===== config.mk =====
export PLATFORM = sky130hd
export DESIGN_NAME = boot_loader_flat
export DESIGN_NICKNAME = d
export VERILOG_FILES = /design/src/rtl/boot_loader_pkg.sv /design/src/rtl/boot_loader_if.sv /design/src/rtl/boot_word_asm.sv /design/src/rtl/boot_loader.sv /design/src/flat_wrapper.sv
export SDC_FILE = /design/constraint.sdc
export NUM_CORES = 1
export LEC_CHECK = 0
export ABC_AREA = 1
export CAP_MARGIN = 0
export CORE_MARGIN = 8
export CORE_UTILIZATION = 61
export CTS_CLUSTER_DIAMETER = 200
export DETAILED_ROUTE_END_ITERATION = 6
export DONT_BUFFER_PORTS = 1
export PLACE_DENSITY = 0.78
export SLEW_MARGIN = 20
export SYNTH_ARGS = -nofsm -noshare
export SYNTH_HDL_FRONTEND = slang
export SYNTH_SLANG_ARGS = --single-unit

===== constraint.sdc =====
create_clock -name clk -period 8.8 [get_ports clk]
set_input_delay 1.76 -clock clk [delete_from_list [all_inputs] [get_ports clk]]
set_output_delay 1.76 -clock clk [all_outputs]
set_load 0.05 [all_outputs]

===== src/rtl/boot_loader_pkg.sv =====
// Shared types and constants for the framed byte-stream Icache boot loader.
package boot_loader_pkg;

    localparam logic [7:0]  SYNC_BYTE_DEF  = 8'hA5;
    localparam int unsigned FRAME_OVERHEAD = 3;      // SYNC + LEN + CHK bytes around the payload
    localparam int unsigned WORD_BYTES     = 4;

    typedef enum logic [2:0] {
        ST_IDLE = 3'd0,
        ST_LEN  = 3'd1,
        ST_DATA = 3'd2,
        ST_CHK  = 3'd3,
        ST_DONE = 3'd4,
        ST_ERR  = 3'd5
    } boot_state_e;

endpackage


===== src/rtl/boot_loader_if.sv =====
// Byte-source handshake plus Icache boot port, grouped for the loader boundary.
interface boot_loader_if #(
    parameter int unsigned ADDR_WIDTH = 8
);
    logic                  rx_valid;
    logic [7:0]            rx_data;
    logic                  rx_ready;
    logic                  boot_up;
    logic [ADDR_WIDTH-1:0] boot_addr;
    logic [31:0]           boot_datai;
    logic                  boot_done;
    logic                  boot_err;

    modport master (
        output rx_valid, rx_data,
        input  rx_ready, boot_up, boot_addr, boot_datai, boot_done, boot_err
    );

    modport slave (
        input  rx_valid, rx_data,
        output rx_ready, boot_up, boot_addr, boot_datai, boot_done, boot_err
    );
endinterface


===== src/rtl/boot_word_asm.sv =====
// Little-endian word assembler: collects four bytes and flags the completing one.
module boot_word_asm (
    input  logic        clk,
    input  logic        rst,
    input  logic        clear_i,
    input  logic        byte_valid_i,
    input  logic [7:0]  byte_i,
    output logic        word_valid_c,
    output logic [31:0] word_c
);

    logic [1:0]  byte_cnt_q, byte_cnt_d;
    logic [31:0] shift_q, shift_d;

    always_ff @(posedge clk or posedge rst) begin
        if (rst) begin
            byte_cnt_q <= 2'd0;
            shift_q    <= 32'd0;
        end else begin
            byte_cnt_q <= byte_cnt_d;
            shift_q    <= shift_d;
        end
    end

    // The completing word includes the current byte so the top can latch it on this edge.
    always_comb begin
        byte_cnt_d   = byte_cnt_q;
        shift_d      = shift_q;
        word_valid_c = 1'b0;
        word_c       = shift_q;
        if (clear_i) begin
            byte_cnt_d = 2'd0;
        end else if (byte_valid_i) begin
            shift_d[8*byte_cnt_q +: 8] = byte_i;
            byte_cnt_d                 = byte_cnt_q + 2'd1;
            word_valid_c               = (byte_cnt_q == 2'd3);
            word_c                     = {byte_i, shift_q[23:0]};
        end
    end

endmodule


===== src/rtl/boot_loader.sv =====
// Frame parser that loads (LEN+1) words into the Icache and releases the core on a good checksum.
module boot_loader
    import boot_loader_pkg::*;
#(
    parameter int unsigned ADDR_WIDTH = 8,
    parameter int unsigned ADDR_NUM   = 256,
    parameter logic [7:0]  SYNC_BYTE  = SYNC_BYTE_DEF
) (
    input  logic         clk,
    input  logic         rst,
    boot_loader_if.slave bus
);

    localparam int unsigned CNT_W = ADDR_WIDTH + 1;

    boot_state_e           state_q, state_d;
    logic                  rx_ready_q;
    logic                  boot_up_q, boot_up_d;
    logic [ADDR_WIDTH-1:0] boot_addr_q, boot_addr_d;
    logic [31:0]           boot_datai_q, boot_datai_d;
    logic                  boot_done_q, boot_done_d;
    logic                  boot_err_q, boot_err_d;
    logic [CNT_W-1:0]      word_cnt_q, word_cnt_d;
    logic [7:0]            len_q, len_d;
    logic [7:0]            chk_q, chk_d;

    logic        fire;
    logic [7:0]  rx_byte;
    logic        asm_clear, asm_valid, word_valid_c;
    logic [31:0] word_c;

    assign fire    = bus.rx_valid && rx_ready_q;
    assign rx_byte = bus.rx_data;

    boot_word_asm u_word_asm (
        .clk          (clk),
        .rst          (rst),
        .clear_i      (asm_clear),
        .byte_valid_i (asm_valid),
        .byte_i       (rx_byte),
        .word_valid_c (word_valid_c),
        .word_c       (word_c)
    );

    always_ff @(posedge clk or posedge rst) begin
        if (rst) begin
            state_q      <= ST_IDLE;
            rx_ready_q   <= 1'b0;
            boot_up_q    <= 1'b1;
            boot_addr_q  <= '0;
            boot_datai_q <= 32'd0;
            boot_done_q  <= 1'b0;
            boot_err_q   <= 1'b0;
            word_cnt_q   <= '0;
            len_q        <= 8'd0;
            chk_q        <= 8'd0;
        end else begin
            state_q      <= state_d;
            rx_ready_q   <= 1'b1;
            boot_up_q    <= boot_up_d;
            boot_addr_q  <= boot_addr_d;
            boot_datai_q <= boot_datai_d;
            boot_done_q  <= boot_done_d;
            boot_err_q   <= boot_err_d;
            word_cnt_q   <= word_cnt_d;
            len_q        <= len_d;
            chk_q        <= chk_d;
        end
    end

    always_comb begin
        state_d      = state_q;
        boot_up_d    = boot_up_q;
        boot_addr_d  = boot_addr_q;
        boot_datai_d = boot_datai_q;
        boot_done_d  = boot_done_q;
        boot_err_d   = boot_err_q;
        word_cnt_d   = word_cnt_q;
        len_d        = len_q;
        chk_d        = chk_q;
        asm_clear    = 1'b0;
        asm_valid    = 1'b0;

        unique case (state_q)
            // A sync byte (re)starts a frame from any idle-like state, holding the core.
            ST_IDLE, ST_ERR, ST_DONE: begin
                if (fire && (rx_byte == SYNC_BYTE)) begin
                    state_d     = ST_LEN;
                    boot_up_d   = 1'b1;
                    boot_done_d = 1'b0;
                    boot_err_d  = 1'b0;
                    chk_d       = 8'd0;
                    boot_addr_d = '0;
                    word_cnt_d  = '0;
                end
            end
            ST_LEN: begin
                if (fire) begin
                    len_d = rx_byte;
                    chk_d = rx_byte;
                    if ((32'(rx_byte) + 32'd1) > ADDR_NUM) begin
                        state_d    = ST_ERR;
                        boot_err_d = 1'b1;
                    end else begin
                        state_d   = ST_DATA;
                        asm_clear = 1'b1;
                    end
                end
            end
            ST_DATA: begin
                if (fire) begin
                    asm_valid = 1'b1;
                    chk_d     = chk_q ^ rx_byte;
                    if (word_valid_c) begin
                        boot_datai_d = word_c;
                        boot_addr_d  = word_cnt_q[ADDR_WIDTH-1:0];
                        word_cnt_d   = word_cnt_q + CNT_W'(1);
                        if (32'(word_cnt_q) == 32'(len_q)) begin
                            state_d = ST_CHK;
                        end
                    end
                end
            end
            ST_CHK: begin
                if (fire) begin
                    if (rx_byte == chk_q) begin
                        state_d     = ST_DONE;
                        boot_done_d = 1'b1;
                        boot_up_d   = 1'b0;
                    end else begin
                        state_d    = ST_ERR;
                        boot_err_d = 1'b1;
                    end
                end
            end
            default: state_d = ST_IDLE;
        endcase
    end

    assign bus.rx_ready   = rx_ready_q;
    assign bus.boot_up    = boot_up_q;
    assign bus.boot_addr  = boot_addr_q;
    assign bus.boot_datai = boot_datai_q;
    assign bus.boot_done  = boot_done_q;
    assign bus.boot_err   = boot_err_q;

endmodule


===== src/flat_wrapper.sv =====
// flat-port wrapper written by rule: the top's interface ports become plain ports
module boot_loader_flat import boot_loader_pkg::*;
#(
    parameter int unsigned ADDR_WIDTH = 8,
    parameter int unsigned ADDR_NUM   = 256,
    parameter logic [7:0]  SYNC_BYTE  = SYNC_BYTE_DEF
)
  (clk, rst, bus_rx_valid, bus_rx_data, bus_rx_ready, bus_boot_up, bus_boot_addr, bus_boot_datai, bus_boot_done, bus_boot_err);
  boot_loader_if #(.ADDR_WIDTH(ADDR_WIDTH)) bus_i ();
  input  logic clk;
  input  logic rst;
  input wire logic [$bits(bus_i.rx_valid)-1:0] bus_rx_valid;
  input wire logic [$bits(bus_i.rx_data)-1:0] bus_rx_data;
  output wire logic [$bits(bus_i.rx_ready)-1:0] bus_rx_ready;
  output wire logic [$bits(bus_i.boot_up)-1:0] bus_boot_up;
  output wire logic [$bits(bus_i.boot_addr)-1:0] bus_boot_addr;
  output wire logic [$bits(bus_i.boot_datai)-1:0] bus_boot_datai;
  output wire logic [$bits(bus_i.boot_done)-1:0] bus_boot_done;
  output wire logic [$bits(bus_i.boot_err)-1:0] bus_boot_err;
  assign bus_i.rx_valid = bus_rx_valid;
  assign bus_i.rx_data = bus_rx_data;
  assign bus_rx_ready = bus_i.rx_ready;
  assign bus_boot_up = bus_i.boot_up;
  assign bus_boot_addr = bus_i.boot_addr;
  assign bus_boot_datai = bus_i.boot_datai;
  assign bus_boot_done = bus_i.boot_done;
  assign bus_boot_err = bus_i.boot_err;
  boot_loader #(.ADDR_WIDTH(ADDR_WIDTH), .ADDR_NUM(ADDR_NUM), .SYNC_BYTE(SYNC_BYTE)) u_core (.clk(clk), .rst(rst), .bus(bus_i));
endmodule

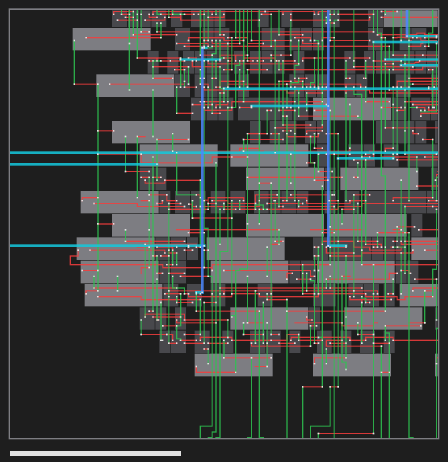
**Above:** zoomed window.
Scale bar: 20 um. Region (1, 1) to (51, 51) um. Cells in grey, sequential cells in the stronger grey; small squares are vias.
legend:
  red:
    layer: metal 1
  cyan:
    layer: metal 3
  blue:
    layer: metal 4
  green:
    layer: metal 2
netlist names of flops here include: `u_core.bus.boot_datai` (11), `u_core.u_word_asm.shift_q` (8), `u_core.chk_q` (3)
sequential cells in the window: 23
cells with their middle in the window: 149
most frequent: nand2_1 (41), inv_1 (23), dfrtp_1 (23)

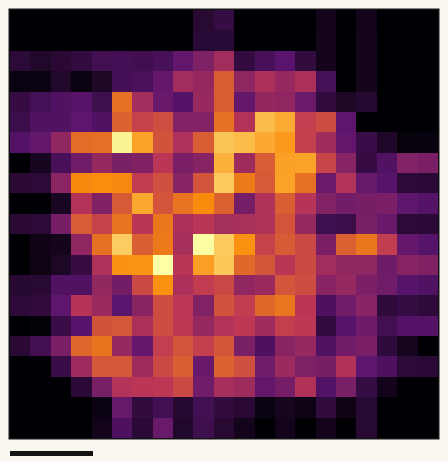
**Above:** signal metal coverage by tile.
Scale bar: 20 um. 21 x 21 tiles, from black (low) to pale yellow (high), scaled to the fullest tile. Values are wire area over tile area, all layers added.
nearly empty tiles: 18%
emptiest ninth of the die: top right
densest ninth of the die: middle
tiles over half the peak: 23%

==> datasheet_impl.txt <==
Table: implementation figures

Parameter                              Value

Power and ir drop
  Power consumed by the clock network .................. about 320 uW
  Group with the largest share of power .................. registers
  Power share of the sequential group .................. 0.554
  Power share of the combinational group .................. 0.256
  Sequential power .................. 925 uW
  Pleak .................. 0.00251 uW
  Power drawn by the combinational cells .................. 427 uW
  Part of the power in the clock network .................. 0.190
  Largest voltage drop on the vdd net .................. 157 uV

Final layout
  Ant. Diodes .................. 0
  Sequential fraction of total cell area .................. 0.508
  Layout-stage area growth over the synthesis result .................. 5.55%
  Number of fill cells in the layout .................. a little over 600
  Mi-comb count .................. 350
  Register cell area after layout .................. 2450 um^2
  Flip-flop count of the largest register after layout .................. 32
  Top logic cell by instance count in the layout .................. sky130_fd_sc_hd__nand2_1
  Area-dominant cell class after layout .................. sequential cells
  Fin area .................. slightly below 5000 um^2
  Fraction of standard cell area in multi-input logic .................. 0.353
  Clock buffer count in the final layout .................. 12
  Non-clock inverters .................. 79
  Buffering overhead .................. 0.00569
  Count of plain and timing-repair buffers in the layout .................. 2

GRT
  Overall overflow remaining after global route .................. 0
  Met1 GRT Util .................. 0.266
  First-pass GRT wire length .................. 16700 um
  Highest-utilization routing layer at the global route stage .................. met2
  Met2 Resource Use GR .................. 0.321

Logic synthesis
  Sequential cell area fraction in the yosys report .................. 0.536
  Area fraction of the dominant cell type after synthesis .................. 0.530
  Nets in the synthesized netlist .................. ~570
  Syn_area_per_cell .................. 8.36 um^2
  Flops & latches, synth .................. 98
  Top-count cell post-synth .................. sky130_fd_sc_hd__nand2_1
  Leading cell types by count after synthesis .................. sky130_fd_sc_hd__nand2_1 (156), sky130_fd_sc_hd__dfrtp_1 (97), sky130_fd_sc_hd__inv_1 (77)
  Number of cells produced by synthesis .................. 548
  Fa+ha+maj area frac .................. 0.0164
  Main area contributors .................. sky130_fd_sc_hd__dfrtp_1 (53%), sky130_fd_sc_hd__nand2_1 (13%), sky130_fd_sc_hd__o21ai_0 (7.0%)
  Number of cells in the yosys synthesis report .................. between 500 and 600
  AND-OR/OR-AND share of the synthesized area .................. 0.114
  Post-synthesis xor/xnor area fraction .................. 0.0115
  Multiplexer share .................. 0.00328
  Number of flops mapped to enable cells by yosys .................. 0
  Largest combinational cell category by area .................. simple AND/OR/NAND/NOR gates
  Main synth FF type .................. sky130_fd_sc_hd__dfrtp_1
  Post-synthesis async set-or-reset flop share .................. 1.00

STA
  Max-slew headroom at the worst pin .................. 0.406
  Worst clock skew .................. between 0.005 and 0.006 ns
  Setup repair after global routing missed its margin .................. no
  Final worst path period need .................. ~3.2 ns
  Maximum clock frequency .................. 315 MHz
  Final Slew Violations .................. 0
  Aggregate negative setup slack .................. 0 ns
  Final hold violations .................. 0

Status
  Run status .................. complete, no violations

Setup path
  Family of cells with the greatest summed delay on the critical path .................. simple AND/OR/NAND/NOR gates
  Slowest cell on the critical path .................. sky130_fd_sc_hd__nand3_1
  Startpoint-to-endpoint class of the critical path .................. in2reg
  CP Buf/Inv Count .................. 2
  Worst-path fanout max .................. 22
  Setup slack on the worst flop-to-flop path .................. roughly 6.2 ns
  Worst setup path end .................. u_core.word_cnt_q[7]$_DFFE_PP0P_
  Launch instance of the worst register-to-register path .................. u_core.bus.rx_ready$_DFF_PP0_
  Critical path arrival .................. around 3.5 ns
  Chain of cells forming the critical path .................. nand2_1, inv_1, nand3_1, nand2_1, nand3_1, inv_1, nand3_1, nand2_1
  Logic depth of the worst path, buffers included .................. 8
  Worst setup path startpoint .................. bus_rx_valid
  Capturing element type of the critical path .................. flip-flop
  Worst path required time .................. 9.10 ns

Clock network
  Clock tree from TritonCTS .................. built
  Clk root buf .................. sky130_fd_sc_hd__clkbuf_8
  # H-tree levels .................. 3
  Number of gates given a new drive strength after cts .................. 0
  Insertion delay to the later sink of the worst-skew pair .................. roughly 0.36 ns
  Longest Clk Path Bufs .................. 2
  Post-CTS Setup Inserts .................. 0

Drt
  Final wirelength .................. roughly 9700 um
  Top routing layer used .................. met4
  Post-route antenna net violation count .................. 0
  Routed via count .................. 3442
  Routed length on met1 .................. 4310 um
  DRC errors left .................. 0
  Number of optimization iterations in the first detailed-route pass .................. 5

Flow run
  Stage-log warning count .................. 30
  Number of maximum-capacitance constraint violations .................. 0

Floorplanning
  Die area .................. 10500 um^2
  Effective utilization at floorplan .................. 0.632
  Floorplan die width .................. 103 um
  Core area .................. 7250 um^2
  I/O pin count .................. 55

Placed design
  Placed cell count .................. 627
  Gp weighted congestion .................. 0.895
  Dpl cell area .................. 4590 um^2

Min path
  Classification of the worst-slack hold path .................. reg2reg
  Endpoint of the worst hold-timing path .................. u_core.state_q[2]$_DFFE_PP0P_
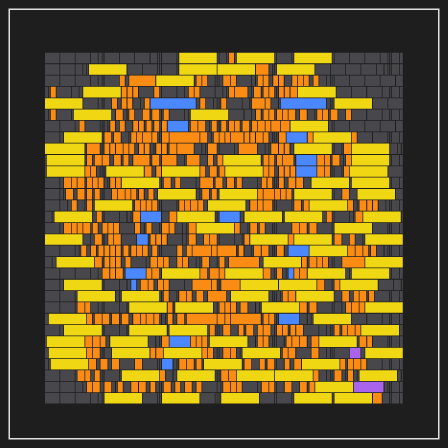
**Above:** cells coloured by class.
Fill, decap, tap and diode cells in grey.
legend:
  orange:
    class: combinational and other logic
    cells: 429
  yellow:
    class: flops
    cells: 98
  purple:
    class: other buffers and delay cells
    cells: 2
  blue:
    class: clock drivers and dummy loads
    cells: 16

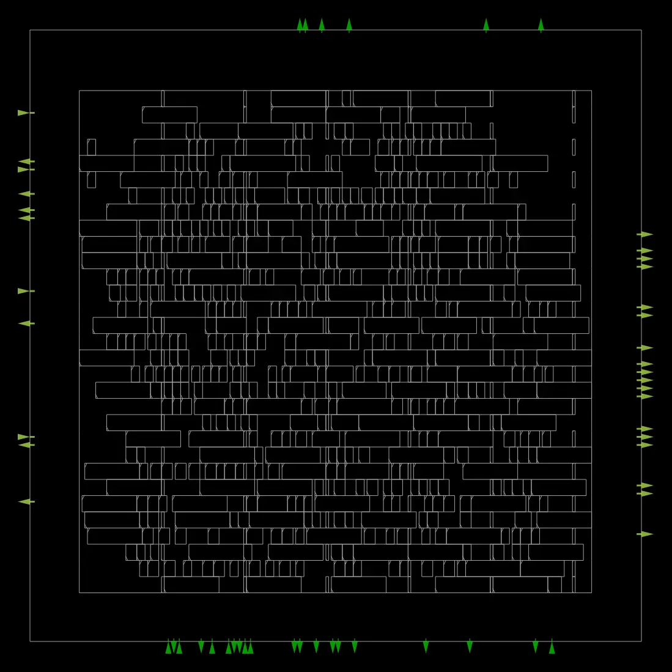
**Above:** placement view.
share of the core filled with cells in the final layout: 0.667
number of flip-flops and latches: 98
count of non-filler cells in the finished layout: 644
Cell Rows: 31

Power is estimated from default activity; no workload was simulated.
